## config.mk

```make
export PLATFORM = sky130hd
export DESIGN_NAME = mem_sp_arbiter
export DESIGN_NICKNAME = d
export VERILOG_FILES = /design/src/rtl/mem_arb_pkg.sv /design/src/rtl/mem_arb_pick.sv /design/src/rtl/mem_sp_arbiter.sv
export SDC_FILE = /design/constraint.sdc
export NUM_CORES = 1
export LEC_CHECK = 0
export CORE_AREA = 2 2 238 240
export DETAILED_ROUTE_END_ITERATION = 16
export DIE_AREA = 0 0 240 242
export PLACE_DENSITY = 0.37
export RECOVER_POWER = 25
export SLEW_MARGIN = 20
export SYNTH_ARGS = -nofsm -noshare
export SYNTH_HDL_FRONTEND = slang
export SYNTH_SLANG_ARGS = --single-unit
```

## constraint.sdc

```tcl
create_clock -name clk -period 5.3 [get_ports clk]
set_input_delay 1.06 -clock clk [delete_from_list [all_inputs] [get_ports clk]]
set_output_delay 1.06 -clock clk [all_outputs]
set_load 0.01 [all_outputs]
```

## src/rtl/mem_arb_pkg.sv

```systemverilog
// Shared types and constants for the single-port memory arbiter.
package mem_arb_pkg;

  // Which requester owns the transfer / the pending response.
  typedef enum logic [1:0] {
    OWN_NONE = 2'd0,
    OWN_R0   = 2'd1,
    OWN_R1   = 2'd2
  } owner_e;

  // Simulation-control addresses; they pass through the arbiter untouched.
  localparam int unsigned SIM_PUTC_ADDR  = 'h40;
  localparam int unsigned SIM_HALT_ADDR  = 'h50;
  localparam int unsigned SIM_CYCLE_ADDR = 'h60;

endpackage

```

## src/rtl/mem_arb_pick.sv

```systemverilog
// Combinational winner select: R1 has priority unless R0 is being forced.
module mem_arb_pick
  import mem_arb_pkg::*;
(
  input  logic [1:0] req,
  input  logic       force_r0,
  output owner_e     owner
);

  // req[0] = R0 (fetch), req[1] = R1 (LSU)
  always_comb begin
    owner = OWN_NONE;
    case (req)
      2'b01:   owner = OWN_R0;
      2'b10:   owner = OWN_R1;
      2'b11:   owner = force_r0 ? OWN_R0 : OWN_R1;
      default: owner = OWN_NONE;
    endcase
  end

endmodule

```

## src/rtl/mem_sp_arbiter.sv

```systemverilog
// Two-requester arbiter in front of a single-port, 1-cycle-latency memory.
module mem_sp_arbiter
  import mem_arb_pkg::*;
#(
  parameter int unsigned DATA_WIDTH   = 64,
  parameter int unsigned ADDR_WIDTH   = DATA_WIDTH,
  parameter int unsigned DATA_BYTES   = DATA_WIDTH / 8,
  parameter int unsigned STARVE_LIMIT = 4
) (
  input  logic                  clk,
  input  logic                  rst,
  input  logic                  i_r0_req,
  input  logic [ADDR_WIDTH-1:0] i_r0_addr,
  input  logic [DATA_WIDTH-1:0] i_r0_wdata,
  input  logic [DATA_BYTES-1:0] i_r0_wen,
  output logic                  o_r0_gnt,
  output logic                  o_r0_rvalid,
  output logic [DATA_WIDTH-1:0] o_r0_rdata,
  input  logic                  i_r1_req,
  input  logic [ADDR_WIDTH-1:0] i_r1_addr,
  input  logic [DATA_WIDTH-1:0] i_r1_wdata,
  input  logic [DATA_BYTES-1:0] i_r1_wen,
  output logic                  o_r1_gnt,
  output logic                  o_r1_rvalid,
  output logic [DATA_WIDTH-1:0] o_r1_rdata,
  output logic [ADDR_WIDTH-1:0] o_mem_addr,
  output logic [DATA_WIDTH-1:0] o_mem_wdata,
  output logic [DATA_BYTES-1:0] o_mem_wen,
  input  logic [DATA_WIDTH-1:0] i_mem_rdata
);

  localparam int unsigned SW = $clog2(STARVE_LIMIT + 1);

  logic [SW-1:0] starve_q, starve_d;
  owner_e        resp_q, resp_d;
  owner_e        pick_owner;
  owner_e        owner;
  logic          force_r0;

  assign force_r0 = (starve_q == SW'(STARVE_LIMIT));

  mem_arb_pick u_pick (
    .req      ({i_r1_req, i_r0_req}),
    .force_r0 (force_r0),
    .owner    (pick_owner)
  );

  // Grants are suppressed entirely while reset is held.
  always_comb begin
    owner    = rst ? OWN_NONE : pick_owner;
    o_r0_gnt = (owner == OWN_R0);
    o_r1_gnt = (owner == OWN_R1);
  end

  // Memory side driven from the winner; all zero when idle so address 0x60 is never hit.
  always_comb begin
    o_mem_addr  = '0;
    o_mem_wdata = '0;
    o_mem_wen   = '0;
    case (owner)
      OWN_R0: begin
        o_mem_addr  = i_r0_addr;
        o_mem_wdata = i_r0_wdata;
        o_mem_wen   = i_r0_wen;
      end
      OWN_R1: begin
        o_mem_addr  = i_r1_addr;
        o_mem_wdata = i_r1_wdata;
        o_mem_wen   = i_r1_wen;
      end
      default: begin
        o_mem_addr  = '0;
        o_mem_wdata = '0;
        o_mem_wen   = '0;
      end
    endcase
  end

  // Starvation counter and response owner next-state.
  always_comb begin
    starve_d = '0;
    resp_d   = owner;
    if (i_r0_req && !o_r0_gnt) begin
      starve_d = (starve_q == SW'(STARVE_LIMIT)) ? starve_q : starve_q + SW'(1);
    end
  end

  // Response steering; rst also kills a response that is in flight.
  always_comb begin
    o_r0_rvalid = !rst && (resp_q == OWN_R0);
    o_r1_rvalid = !rst && (resp_q == OWN_R1);
    o_r0_rdata  = o_r0_rvalid ? i_mem_rdata : '0;
    o_r1_rdata  = o_r1_rvalid ? i_mem_rdata : '0;
  end

  // State registers, synchronous reset.
  always_ff @(posedge clk) begin
    if (rst) begin
      starve_q <= '0;
      resp_q   <= OWN_NONE;
    end else begin
      starve_q <= starve_d;
      resp_q   <= resp_d;
    end
  end

endmodule
```

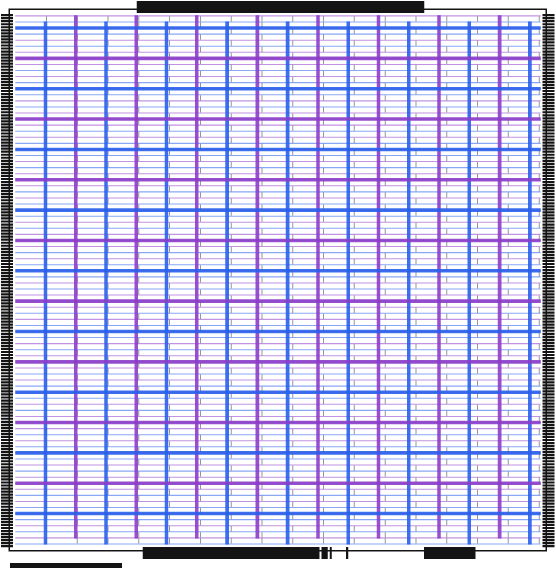
**Above:** power grid.
Scale bar: 50 um. Pins as bars on the die edge. Tap cells in gray.
[VDD] purple
[VSS] blue
signal pins: 608
tap cells: 756
met1 rails: 88
met4 straps: 17

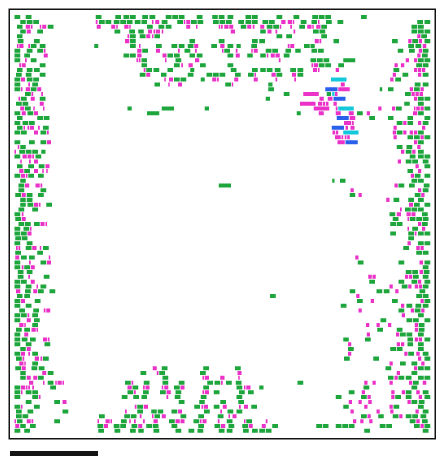
**Above:** cells colored by class.
Scale bar: 50 um.
[combinational and other logic] magenta | cells: 428 | share of their area: 29%
[sequential cells] blue | cells: 5 | share of their area: 1.1%
[clock drivers and dummy loads] cyan | cells: 4 | share of their area: 0.87%
[remaining buffers and delay cells] green | cells: 626 | share of their area: 69%

==> summary.rpt <==
==== FLOW RESULTS ====
----------------------------------------------------
[CTS]
  Library cell used as clock root buffer ........................ sky130_fd_sc_hd__clkbuf_16
  CTS tree ........................ done
  Number of clock buffers inserted by TritonCTS ........................ 3
  Setup fix buffers added after clock tree synthesis ........................ 0

[Power]
  Share of power burned in combinational logic ........................ 0.782
  Switching power ........................ 0.251 mW
  Total power draw ........................ 0.759 mW
  Reported combinational group power ........................ 0.594 mW
  Power attributed to sequential cells ........................ 0.0406 mW

[Final layout]
  Most frequent cells in the layout ........................ sky130_fd_sc_hd__clkdlybuf4s50_1 (550), sky130_fd_sc_hd__nor2_1 (137), sky130_fd_sc_hd__a22oi_1 (136)
  Most common cell after layout, fill and taps aside ........................ sky130_fd_sc_hd__clkdlybuf4s50_1
  Fraction of final layout cells with drive strength greater than 1 ........................ 0.0254
  Final instance count without filler cells ........................ 1820

[Detailed routing]
  Sum of met3 wire segment lengths after detailed routing ........................ 2.59 mm
  Highest layer used for signal routing ........................ met4
  Final Routed Wirelength ........................ 29.6 mm
  Number of nets with antenna violations after routing ........................ 0
  Detailed-route wire length per cell ........................ 16.2 um
  1st-iter DRT viols ........................ 243

[Setup path]
  Largest stage delay on the critical path ........................ 590 ps
  Critical Path Fanout Max ........................ 21
  Reg2Reg Capture Point ........................ starve_q[2]
  Crit-path cells ........................ dlygate4sd3_1 -> nand2b_1 -> a21oi_1 -> ha_4 -> clkbuf_1 -> a22oi_1 -> nor2_1 -> clkdlybuf4s50_1
  Worst setup path class ........................ in -> out
  CP Depth ........................ 8
  Beginning of the critical path ........................ rst
  Flop-to-flop setup slack ........................ 2940 ps
  CP max-delay cell ........................ sky130_fd_sc_hd__clkdlybuf4s50_1

[Outcome]
  Outcome ........................ finished, final reports clean

[Final timing]
  Smallest hold slack ........................ 484 ps
  Number of hold violations in the final report ........................ 0
  Period Utilization, post-route ........................ 0.930
  Number of pins exceeding their max-slew limit in the final report ........................ 0
  Slew at the pin closest to its max-slew limit ........................ 984 ps
  Final period demand of the worst path ........................ 4930 ps
  Relative slew margins ........................ 0.344
  Setup ws final ........................ 369 ps

[Min path]
  Worst min-delay path class ........................ reg -> reg

[Floorplanning]
  Die outline width ........................ 240 um
  Fraction of the core area occupied by cells at floorplan ........................ 0.0530
  IO Count ........................ 608

[Synth]
  Register area share after synthesis ........................ 0.0339
  Area fraction in compound gates ........................ 0.361
  Synthesized area per cell ........................ 5.99 um2
  Proportion of synthesized area in mux cells ........................ 0
  Simple-gate portion of the synthesized area ........................ 0.481
  Number of cells in Yosys stat ........................ 493
  Post-Synthesis Net Count ........................ 838
  Synthesized instance count ........................ 493
  Post-synthesis instance area ........................ 2960 um2
  Number of flip-flops and latches in the synthesized netlist ........................ 5
  XORs/XNORs by Area ........................ 0

[Placed design]
  Cell Area, Placed ........................ 9920 um2
  Post-Place Worst Slack ........................ 566 ps
  Cell count after placement ........................ 1815

[Global routing]
  Via count of the first global-routing pass ........................ 6045
  Maximum number of pins on one net before global-route repair ........................ 79

----------------------------------------------------
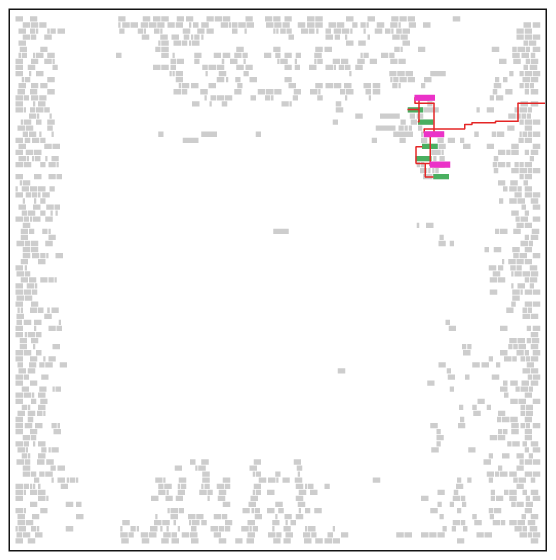
**Above:** clock distribution.
[clock drivers] magenta | count: 3
[flip-flops] green | count: 5
[clock wires] red | length: 165 um
routed clock nets: 4
power attributed to the clock group: 0.125 mW
Clock Latency Late Sink: 230 ps
Clk network pwr share: 0.164
clk_skew: 2.15 ps

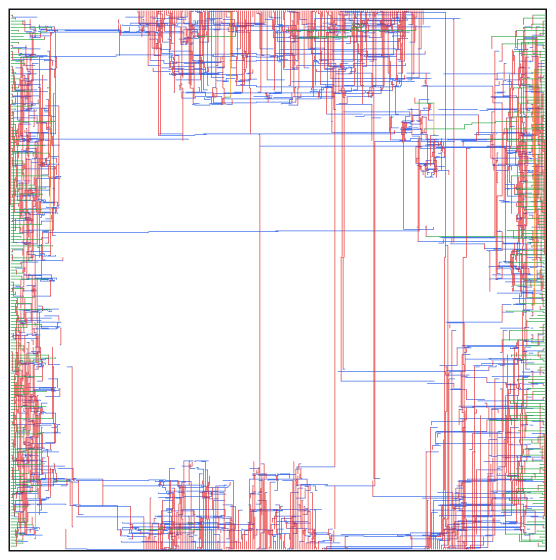
**Above:** signal wires by layer.
[metal 4] orange | wire length: 447 um
[metal 2] red | wire length: 16000 um
[metal 1] blue | wire length: 10500 um
[metal 3] green | wire length: 2590 um

synth_stat cells (all sizes together):
cell    instances  area, um2
nand2           1       3.75
nor3b           2       25.0
clkbuf         21       91.3
and2          128        801
and3b           3       26.3
a21oi           4       20.0
buf            39        208
a22oi         136       1020
a21o            2       15.0
nor3            1       10.0
nand2b          1       6.26
dfxtp           5        100
ha              5       62.6
nor2          137        514
nand3           3       15.0
nand3b          1       7.51
or3b            1       11.3
a21bo           1       10.0
inv             2       7.51
layout make-up:
type,instances,area (um2)
diodes,1,2.50
clock buffers,4,78.8
fillers,6291,45800
inverters,2,7.51
multi-input cells,426,2580
flip-flops and latches,5,100
well taps,756,946
repair buffers,626,6260
registers in the layout (all words and copies together) (netlist names):
name,count
resp_q,2
starve_q,3
Power is estimated from default activity; no workload was simulated.
